==> config.mk <==
export PLATFORM = sky130hd
export DESIGN_NAME = crank_cam_gen
export DESIGN_NICKNAME = d
export VERILOG_FILES = /design/src/rtl/hwag_gen_pkg.sv /design/src/rtl/crank_cam_presc.sv /design/src/rtl/crank_cam_gen.sv
export SDC_FILE = /design/constraint.sdc
export NUM_CORES = 1
export LEC_CHECK = 0
export CAP_MARGIN = 20
export CORE_AREA = 3 3 91 114
export DETAILED_ROUTE_END_ITERATION = 8
export DIE_AREA = 0 0 94 117
export HOLD_SLACK_MARGIN = 0.12
export PLACE_DENSITY = 0.86
export SLEW_MARGIN = 20
export SYNTH_ARGS = -nofsm -noshare
export SYNTH_HDL_FRONTEND = slang
export SYNTH_SLANG_ARGS = --single-unit
==> constraint.sdc <==
create_clock -name clk_i -period 5.3 [get_ports clk_i]
set_input_delay 1.06 -clock clk_i [delete_from_list [all_inputs] [get_ports clk_i]]
set_output_delay 1.06 -clock clk_i [all_outputs]
set_load 0.1 [all_outputs]
run_1/pdn.png
Drawn at 3 px/µm. Pins as bars on the die edge.
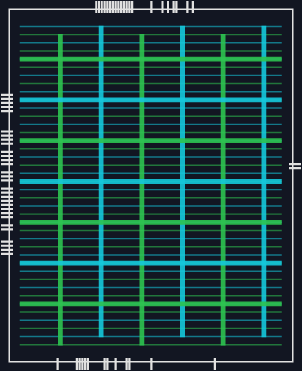
cyan -> VDD
green -> VSS
signal pins = 66
rows = 39
met4 straps = 6
met1 rails = 40
worst ir drop on vdd: 0.000224 V
core box area: 0.00927 mm²
die y size: 117 µm
die width: 94 µm

run_1/cell_classes.png
Drawn at 2 px/µm. Fill, decap, tap and diode cells in grey.
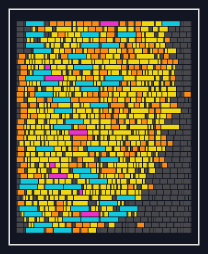
orange -> other buffers and delay cells  # cells 168, share of their area 23%
cyan -> flip-flops  # cells 47, share of their area 18%
yellow -> all other logic  # cells 509, share of their area 57%
magenta -> clock drivers and dummy loads  # cells 8, share of their area 2.2%
Seq area share: 17.2%
row count: 39
fin util: 73.8%

run_1/clock_map.png
Drawn at 4 px/µm.
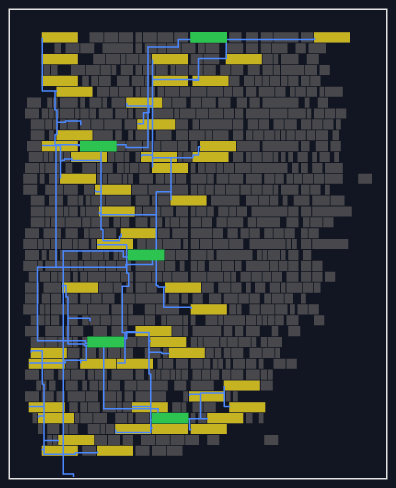
yellow -> flip-flops  # count 47
blue -> clock wires  # length 792 µm
green -> cells driving clock nets  # count 5
routed clock nets = 6
clock skew: 0.0148 ns
Clock power frac: 19.1%
Power Clock: 0.336 mW

==> deck_impl_summary.md <==
Physical Implementation Snapshot

Detailed routing
  • Vias per cell: 6.71
  • Drt initial violations: roughly 810
  • Post-route ant nets: 0
  • WL/cell: 22.8 µm
  • Vias: about 5700
  • Drt drc: 0
  • Drt pass-1 iters: 8
  • Total wire length: roughly 20000 µm

Power and ir drop
  • Power per cell area: between 200 and 300 mW/mm²
  • Total power: around 1.8 mW
  • Leak: 2.93 nW

Final layout
  • Fillers: between 500 and 600
  • Layout cells sized above 1: a little over a quarter
  • Max reg flops: 10
  • Design area: slightly below 0.007 mm²
  • Ant diodes: 0
  • Fin cells: about 860
  • Final net count: around 810
  • Area Growth Syn to Fin: 44.2%

Synthesis
  • Cells after Synth: around 590
  • Most common reg cell: dfrtp_1
  • Syn avg cell area: slightly above 8 µm²
  • Cells in synth_stat.txt: 588
  • Yosys cell types: between 60 and 70
  • Number of enable flip-flop cells: 0
  • Main area contributors after synthesis: dfrtp_1 (24%), ha_1 (7.9%), xnor2_1 (6.6%)
  • Register share after synthesis: between 20% and 30%
  • Synth Warn #: 0
  • Max-area cell share: 24.3%
  • Yosys stat area: between 0.004 and 0.005 mm²
  • Async SR Flop Fraction: 100%
  • Cell Area, Synth: between 0.004 and 0.005 mm²
  • Cell accounting for the most synthesized area: dfrtp_1
  • Floorplan Nets: ~670
  • Ys flops: roughly 47

Clocking
  • CTS Buf Count: 5
  • Clock Sinks: around 47
  • CTS H-Tree Depth: 2
  • Worst-path clk slew: approximately 0.080 ns
  • TritonCTS clock tree: done
  • Worst skew pair latency: approximately 0.32 ns
  • Clk root buf: clkbuf_16
  • Clock buffer depth: 2

GRT
  • Global-route wire length before repair: about 28000 µm
  • GRT Total Usage: between 30% and 40%
  • Largest net degree at the start of global routing: 48
  • Initial antenna violation count: 0
  • Total gr overflow: 0
  • Vias in the first global route: ~5700

Final timing
  • Minimum clock period: between 6 and 7 ns
  • Setup TNS: -21.00 ns
  • Unrepaired setup endpoints after global routing: yes
  • Max Freq: around 160 MHz
  • Final period util: 114%
  • Final Max Slew Viols: 0
  • Max_slew headroom: 21.8%
  • Worst setup margin: -0.761 ns
  • Least-Margin Pin Slew: ~1.1 ns
  • Final setup fails: 39
  • Hold Vio Cnt, Final: 0

Status
  • Status: finished, violations left
  • Failing checks: setup timing

Critical path
  • Worst Setup Start Kind: input pin
  • Slowest stage delay, CP: just under 0.6 ns
  • Critical path endpoint category: flop
  • Reg2reg setup slack: -0.72 ns
  • CP arrival: between 6 and 7 ns
  • Critical setup path kind: input pin to flop
  • CP Max Fanout: 6
  • Crit-path cells: buf_6 > or3b_4 > and2_4 > inv_4 > buf_4 > nand3_4 > nor3_4 > or3b_4 > xor2_2 > inv_2 > ha_4 > inv_2 > ha_4 > nor4_1 > o21ba_2 > mux2i_1 > or4_4 > or4_4 > a2111o_1 > or3_4 > o21ai_2 > and3_1
  • Worst path slowest cell: or4_4
  • R2R cell count: 19
  • WP data required: about 5.5 ns

Floorplanning
  • Pre-Place Util: between 50 and 60%
  • # IOs: ~66
  • DIE AREA: around 0.011 mm²

Placement
  • Placed cell count: 824
  • Placed Area: slightly above 0.006 mm²
  • Final GP Congestion: between 0.9 and 1
  • Port bufs: ~65
  • Post-DP HPWL: between 10000 and 15000 µm

Hold path
  • Hold WC Path Type: flop to flop
  • Hold path cells: 2

Run
  • Tool warnings: 32
  • Max Cap Viol: 0
run 1: layout make-up:
class / count / area [µm²] / share of cell area, %
Multi-Input combinational cell: 471 / 3700 / 54.0
Inverter: 38 / 148 / 2.16
Clock inverter: 3 / 20.0 / 0.293
Sequential cell: 47 / 1180 / 17.2
Clock buffer: 5 / 125 / 1.83
Tap cell: 123 / 154 / 2.25
Timing Repair Buffer: 168 / 1520 / 22.2
run 1: stage by stage:
stage                     hold slack (ns)  worst slack (ns)
after CTS                           0.522            -0.336
after global routing                0.548            -0.837
final                               0.515            -0.761
after global placement              0.506             -1.02
after detailed placement            0.507             -1.13
after floorplan                     0.520            -0.563
run 1: layer usage:
layer / global-route usage, % / wire length, µm
met1: 34.8 / 6290
met2: 57.9 / 9380
met3: 7.61 / 1930
met4: 23.0 / 1860
met5: 0 / 0
run 1: where the power goes:
part | switching [mW] | internal [mW] | total (mW)
logic | 0.558 | 0.446 | 1.00
clock network | 0.161 | 0.175 | 0.336
registers | 0.0396 | 0.380 | 0.420
run 1: cell usage in the layout (no fill, tap or decap), drive strengths merged, types with 9 or more instances in the layout:
cell type / synthesis / routed
nor2b: 9 / 9
xor2: 25 / 25
dfrtp: 46 / 46
o21a: 9 / 9
ha: 30 / 30
nand2: 42 / 42
inv: 38 / 38
or3: 9 / 9
o21ai: 31 / 31
nand3: 24 / 24
nor4: 10 / 10
buf: 8 / 105
a21oi: 26 / 26
nor3: 15 / 15
nor2: 50 / 50
and3: 10 / 10
mux2: 11 / 11
xnor2: 36 / 36
clkdlybuf4s50: 0 / 60
mux2i: 21 / 21
nand4: 12 / 12
run 1: critical path, delay by kind of cell:
kind            cells  cell delay [ns]
fa+ha+maj           2             0.55
buf+inv             5             0.38
compound gates      3             0.87
simple gates       10             3.10
xor+xnor            1             0.20
mux                 1             0.09
run 1: Yosys cell counts, drive strengths merged, types with 11 or more instances:
cell,count
xor2,25
mux2i,21
a21oi,26
nor2,50
nand4,12
ha,30
inv,38
xnor2,36
dfrtp,46
o21ai,31
nand3,24
nor3,15
mux2,11
nand2,42
clkbuf,24
run 1: cell families (layout without fill, tap and decap cells):
group           after synthesis  in the layout  synth area share [%]
mux                          32             32                  7.30
compound gates              135            135                  19.3
buf+inv                      70            214                  6.07
simple gates                213            213                  23.3
flops                        47             47                  24.8
xor+xnor                     61             61                  11.3
fa+ha+maj                    30             30                  7.91
run 1: timing repair:
action                     in CTS  in global routing
resized                        61                 30
setup buffers                  16                  6
cloned                          1                  1
pin swaps                      29                 12
setup endpoints to repair      39                 39
hold buffers                    0                  0
No activity file was given, so power comes from the tool's default toggle rates.
